==> src/rtl/reg_write_arbiter.sv <==
// rtl/reg_write_arbiter.sv - merges pipeline WB and long-latency register writes onto one regfile port
module reg_write_arbiter #(
  parameter int DATA_WIDTH   = 32,
  parameter int ADDR_WIDTH   = 5,
  parameter int DEPTH        = 4,
  parameter int STARVE_LIMIT = 3
) (
  input  logic                       clk,
  input  logic                       rst,
  input  logic                       wb_en,
  input  logic [ADDR_WIDTH-1:0]      wb_addr,
  input  logic [DATA_WIDTH-1:0]      wb_data,
  output logic                       wb_stall,
  input  logic                       lu_valid,
  output logic                       lu_ready,
  input  logic [ADDR_WIDTH-1:0]      lu_addr,
  input  logic [DATA_WIDTH-1:0]      lu_data,
  output logic                       reg_write_en,
  output logic [ADDR_WIDTH-1:0]      reg_write_addr,
  output logic [DATA_WIDTH-1:0]      reg_write_data,
  input  logic [ADDR_WIDTH-1:0]      q_addr_1,
  input  logic [ADDR_WIDTH-1:0]      q_addr_2,
  output logic                       q_hit_1,
  output logic                       q_hit_2,
  output logic [DATA_WIDTH-1:0]      q_data_1,
  output logic [DATA_WIDTH-1:0]      q_data_2,
  output logic [$clog2(DEPTH):0]     pending
);

  localparam int PTR_W = $clog2(DEPTH);
  localparam int CNT_W = PTR_W + 1;
  localparam int SC_W  = $clog2(STARVE_LIMIT + 1);

  logic [ADDR_WIDTH-1:0] mem_addr [DEPTH];
  logic [DATA_WIDTH-1:0] mem_data [DEPTH];

  // Pointers carry one extra wrap bit so full and empty differ.
  logic [CNT_W-1:0] wr_ptr;
  logic [CNT_W-1:0] rd_ptr;
  logic [CNT_W-1:0] count;
  logic [PTR_W-1:0] wr_idx;
  logic [PTR_W-1:0] rd_idx;
  logic             full;
  logic             empty;
  logic             ready_q;
  logic [SC_W-1:0]  starve_cnt;

  logic push;
  logic force_fifo;
  logic wb_win;
  logic fifo_win;

  assign count   = wr_ptr - rd_ptr;
  assign wr_idx  = wr_ptr[PTR_W-1:0];
  assign rd_idx  = rd_ptr[PTR_W-1:0];
  assign full    = (count == CNT_W'(DEPTH));
  assign empty   = (count == '0);
  assign pending = count;

  // ready_q holds lu_ready low through reset and the edge that releases it.
  assign lu_ready = ready_q && !full;

  // Writes to x0 are acknowledged but never stored.
  assign push = lu_valid && lu_ready && (lu_addr != '0);

  // Arbitration: WB wins unless the FIFO has starved long enough.
  always_comb begin
    force_fifo = (starve_cnt == SC_W'(STARVE_LIMIT)) && !empty;
    wb_win     = wb_en && !force_fifo;
    fifo_win   = !wb_win && !empty;
    wb_stall   = wb_en && force_fifo;
  end

  // FIFO storage; contents are only meaningful inside the occupied window.
  always_ff @(posedge clk) begin
    if (push) begin
      mem_addr[wr_idx] <= lu_addr;
      mem_data[wr_idx] <= lu_data;
    end
  end

  // FIFO pointers, ready flag and starvation counter.
  always_ff @(posedge clk or negedge rst) begin
    if (!rst) begin
      wr_ptr     <= '0;
      rd_ptr     <= '0;
      ready_q    <= 1'b0;
      starve_cnt <= '0;
    end else begin
      ready_q <= 1'b1;
      if (push) begin
        wr_ptr <= wr_ptr + 1'b1;
      end
      if (fifo_win) begin
        rd_ptr <= rd_ptr + 1'b1;
      end
      if (fifo_win || empty) begin
        starve_cnt <= '0;
      end else if (wb_win && starve_cnt != SC_W'(STARVE_LIMIT)) begin
        starve_cnt <= starve_cnt + 1'b1;
      end
    end
  end

  // Register the arbitration winner onto the regfile write port.
  always_ff @(posedge clk or negedge rst) begin
    if (!rst) begin
      reg_write_en   <= 1'b0;
      reg_write_addr <= '0;
      reg_write_data <= '0;
    end else if (fifo_win) begin
      reg_write_en   <= 1'b1;
      reg_write_addr <= mem_addr[rd_idx];
      reg_write_data <= mem_data[rd_idx];
    end else if (wb_win && wb_addr != '0) begin
      reg_write_en   <= 1'b1;
      reg_write_addr <= wb_addr;
      reg_write_data <= wb_data;
    end else begin
      reg_write_en   <= 1'b0;
      reg_write_addr <= '0;
      reg_write_data <= '0;
    end
  end

  // Youngest pending write wins: the staged write is oldest, then FIFO
  // entries oldest to youngest, each later match overriding earlier ones.
  function automatic logic [DATA_WIDTH:0] lookup(input logic [ADDR_WIDTH-1:0] a);
    logic                  hit;
    logic [DATA_WIDTH-1:0] d;
    logic [PTR_W-1:0]      idx;
    hit = 1'b0;
    d   = '0;
    if (a != '0) begin
      if (reg_write_en && reg_write_addr == a) begin
        hit = 1'b1;
        d   = reg_write_data;
      end
      for (int k = 0; k < DEPTH; k++) begin
        idx = rd_idx + PTR_W'(k);
        if (CNT_W'(k) < count && mem_addr[idx] == a) begin
          hit = 1'b1;
          d   = mem_data[idx];
        end
      end
    end
    return {hit, d};
  endfunction

  // Two independent lookup ports for the ID-stage read path.
  always_comb begin
    {q_hit_1, q_data_1} = lookup(q_addr_1);
    {q_hit_2, q_data_2} = lookup(q_addr_2);
  end

endmodule

==> config.mk <==
export PLATFORM = sky130hd
export DESIGN_NAME = reg_write_arbiter
export DESIGN_NICKNAME = d
export VERILOG_FILES = /design/src/rtl/reg_write_arbiter.sv
export SDC_FILE = /design/constraint.sdc
export NUM_CORES = 1
export LEC_CHECK = 0
export CAP_MARGIN = 10
export CELL_PAD_IN_SITES_DETAIL_PLACEMENT = 0
export CELL_PAD_IN_SITES_GLOBAL_PLACEMENT = 1
export CORE_UTILIZATION = 40
export CTS_BUF_LIST = sky130_fd_sc_hd__clkbuf_16
export CTS_CLUSTER_DIAMETER = 150
export DETAILED_ROUTE_END_ITERATION = 6
export HOLD_SLACK_MARGIN = 0.1
export PLACE_DENSITY = 0.86
export SYNTH_ARGS = -nofsm -noshare
export SYNTH_HDL_FRONTEND = slang
export SYNTH_SLANG_ARGS = --single-unit
==> constraint.sdc <==
create_clock -name clk -period 3.2 [get_ports clk]
set_input_delay 0.48 -clock clk [delete_from_list [all_inputs] [get_ports clk]]
set_output_delay 0.48 -clock clk [all_outputs]
set_load 0.02 [all_outputs]
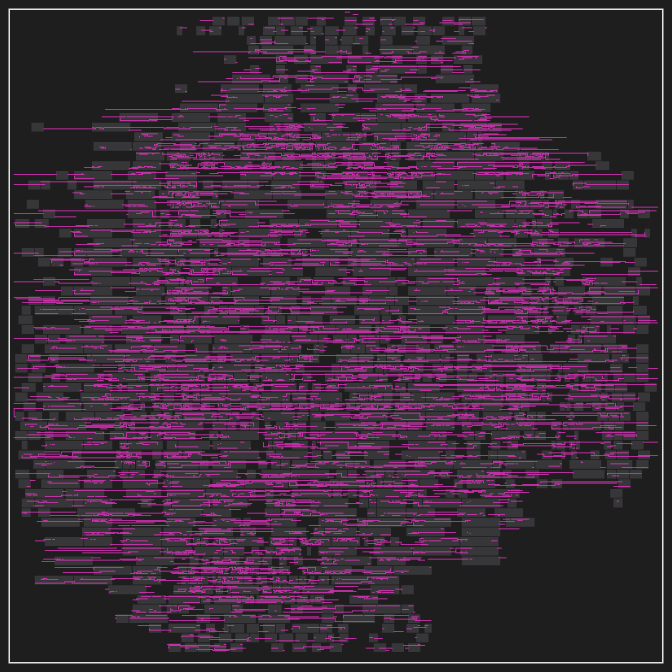
(run_1/m1.png)
Cells faint in the background.
- main direction: horizontal
- longest straight run: 41.4 um
- wire length on this layer: 17800 um
- share of all routed wire: 38%

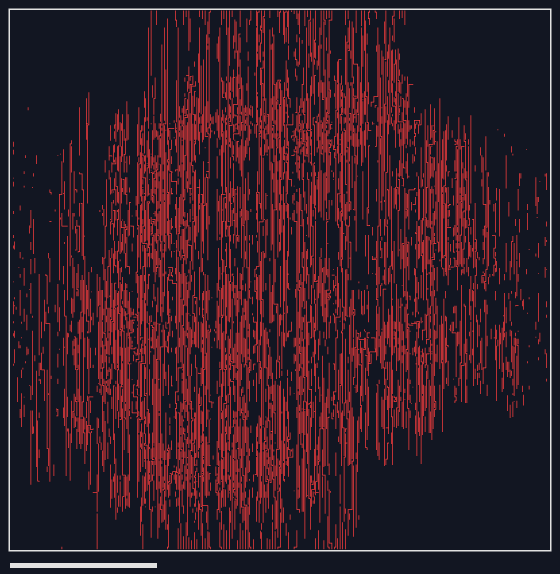
(run_1/m2.png)
Scale bar: 50 um.
- wire length on this layer: 22.5 mm
- main direction: vertical
- share of all routed wire: 48%
- longest straight run: 61.8 um

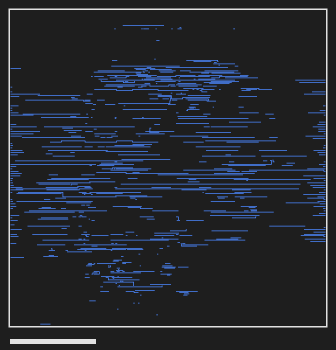
(run_1/m3.png)
Scale bar: 50 um.
- share of all routed wire: 11%
- longest straight run: 107 um

==> job_summary.md, run 1 <==
### Flow metrics

| Metric | Value |
|---|---|
| Status | finished, violations left |
| Failing checks | negative setup slack |
| Sequential group share of total power | 18.0% |
| Port Buffers | 196 |
| Post-synth top area share | roughly 34% |
| DR iter-0 viols | 1284 |
| CTS buffer count | 17 |
| Initial antenna violation count | 2 |
| HPWL Detailed | 31600 um |
| Pre-Place Util | 40.7% |
| Post-synth top flop | edfxtp_1 |
| Sw power | 0.00958 W |
| Skew final | 0.0229 ns |
| Hold Path Class | primary input to async pin |
| Total power | 0.0213 W |
| CTS H-tree depth | 4 |
| Final setup vio count | 66 |
| Cell area leaders | edfxtp_1 (34%), mux4_2 (25%), dfrtp_1 (8.9%) |
| Final WS setup | -0.906 ns |
| Top cells by count | edfxtp_1 (148), mux4_2 (148), nor2_1 (57) |
| Power in sequential cells | 0.00383 W |
| Int Power | 0.0117 W |
| Utilization after layout | 58.4% |
| Leakage | approximately 7.0 nW |
| Max frequency | about 240 MHz |
| Arrival time worst endpoint | 3.63 ns |
| Power Combinational | 0.0152 W |
| Clk_lat worst skew | around 0.46 ns |
| # rows | between 60 and 70 |
| Clock net power | 0.00221 W |
| CTS Hold Bufs | 0 |
| Pwr per Cell Area | roughly 1100 mW/mm^2 |
| Worst r2r path cells | 8 |
| Final Instance Area | roughly 0.019 mm^2 |
| Max-cap viol count | 0 |
| Clock root buffer | clkbuf_16 |
| ANT nets after route | 0 |
| Leading area contributor after synthesis | edfxtp_1 |
| Commonest Layout Cell | buf_4 |
| Aoi share | 16.0% |
| Worst Tran Pin Value | between 1 and 1.5 ns |
| Synth Area in Adders | less than 1% |
| All-Layer GR Usage | around 28% |
| Critical-path top delay cell | mux4_2 |
| Min Clock Period, post-route | 4.11 ns |
| Cell Area, Synth | 0.0133 mm^2 |
run 1: flip-flops by register name, summed over array words and instances (netlist names):
| name | flops |
|---|---|
| mem_data | 128 |
| ready_q | 1 |
| rd_ptr | 3 |
| wr_ptr | 3 |
| reg_write_addr | 5 |
| mem_addr | 20 |
| reg_write_data | 32 |
| starve_cnt | 2 |
| reg_write_en | 1 |
run 1: final cells by class:
class                      count  area (um^2)
antenna                        1         2.50
clock buffer                  17          425
clock inverter                15          166
fill                        2508        13500
inverter                       7         26.3
multi-input combinational    650         8160
sequential                   195         5630
tap                          442          553
timing repair buffer         424         4040
run 1: routing by layer:
layer,wire [um],part of all wire (%),global-route usage (%),up-vias
met3,5260,11,5.98,156
met4,1770,3.7,10.7,2
met5,10,0.021,0,-
met1,17800,38,36.1,5969
li1,-,-,-,4777
met2,22500,48,44.5,830
==> run 2: changes to the inputs <==
Settings changed: HOLD_SLACK_MARGIN 0.1 to 0.05.
==> run 2 against run 1 <==
The run still ends with negative setup slack left. Clock skew unchanged. Register-to-register slack about the same. Critical path depth unchanged. Die area unchanged. Maximum frequency unchanged. Critical path type unchanged. Largest power group unchanged.
==> job_summary.md, run 2 <==
### Flow metrics

| Metric | Value |
|---|---|
| Cell Area, Synth | roughly 0.013 mm^2 |
| Met1 WL | 17800 um |
| DR iter-0 viols | approximately 1300 |
| Largest registers | mem_data: 128 flops, reg_write_data: 32 flops, mem_addr: 20 flops |
| Clk cell area share | 3.11% |
| Pwr per Cell Area | 1120 mW/mm^2 |
| Final WS setup | -0.906 ns |
| Gate Area | 0.00816 mm^2 |
| Grt met3 use | 5.98% |
| Flop share of the area | 29.6% |
| Register area | 0.00563 mm^2 |
| Commonest Layout Cell | buf_4 |
| Tap Cells | 442 |
| Failing checks | negative setup slack |
| Skew final | 0.0229 ns |
| ANT nets after route | 0 |
| Pre-Place Util | between 40% and 50% |
| Top reg by flops | mem_data |
| Initial antenna violation count | 2 |
| Comb area share | 43.0% |
| Post-synth top flop | edfxtp_1 |
| Top cells by count | edfxtp_1 (148), mux4_2 (148), nor2_1 (57) |
| Layer with the highest usage | met2 |
| Final setup vio count | 66 |
| Max frequency | between 200 and 250 MHz |
| Met2 wire length | 22500 um |
| Clock root buffer | clkbuf_16 |
| Leakage | 7.04 nW |
| Synth Area in Adders | 0.812% |
| DR WL met3 | 5260 um |
| Post-synth top area share | 33.5% |
| Layout buffering overhead excluding clock cells | 21.2% |
| Sequential group share of total power | 18.0% |
| Status | finished, violations left |
| Leading area contributor after synthesis | edfxtp_1 |
| Int Power | 0.0117 W |
| M1 GR Usage | 36.1% |
| Clock net power | 0.00221 W |
[run 2: final timing paths]
kind	startpoint	end	slack, ns	cells past startpoint
min in group clk	starve_cnt[0]	starve_cnt[0]	0.44	1
hold / removal	rst	reg_write_data[6]	0.16	1
setup / recovery	rd_ptr[0]	q_data_1[22]	-0.91	12
setup reg to reg	rd_ptr[1]	mem_data[3][31]	0.16	8
max in group asynchronous	rst	rd_ptr[0]	2.29	1
hold reg to reg	starve_cnt[0]	starve_cnt[0]	0.44	1
[run 2: stage by stage]
stage	instance area (um^2)	power [W]	hold slack (ns)	cells
after floorplan	13600	0.0120	0.184	961
after global placement	17300	0.0173	0.421	1682
after detailed placement	17300	0.0175	0.444	1682
final	19000	0.0213	0.155	1751
after global routing	19000	0.0221	0.203	1750
after CTS	18400	0.0202	0.180	1734
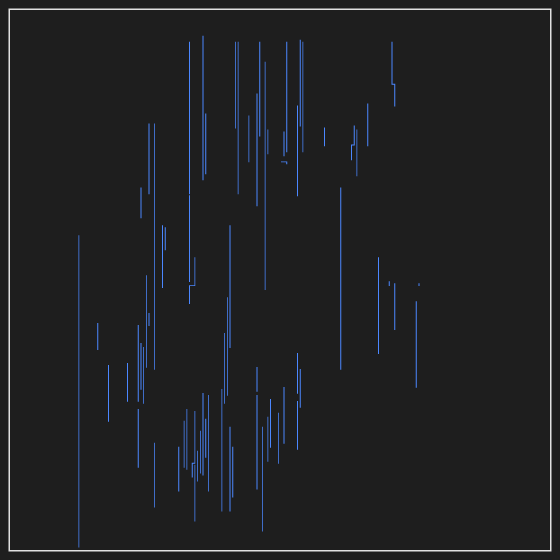
(run_2/m4.png)
- wire length on this layer: 1770 um
- nets with wire on the layer: 57
- main direction: vertical
- longest straight run: 106 um
- share of all routed wire: 3.7%

Power is estimated from default activity; no workload was simulated.
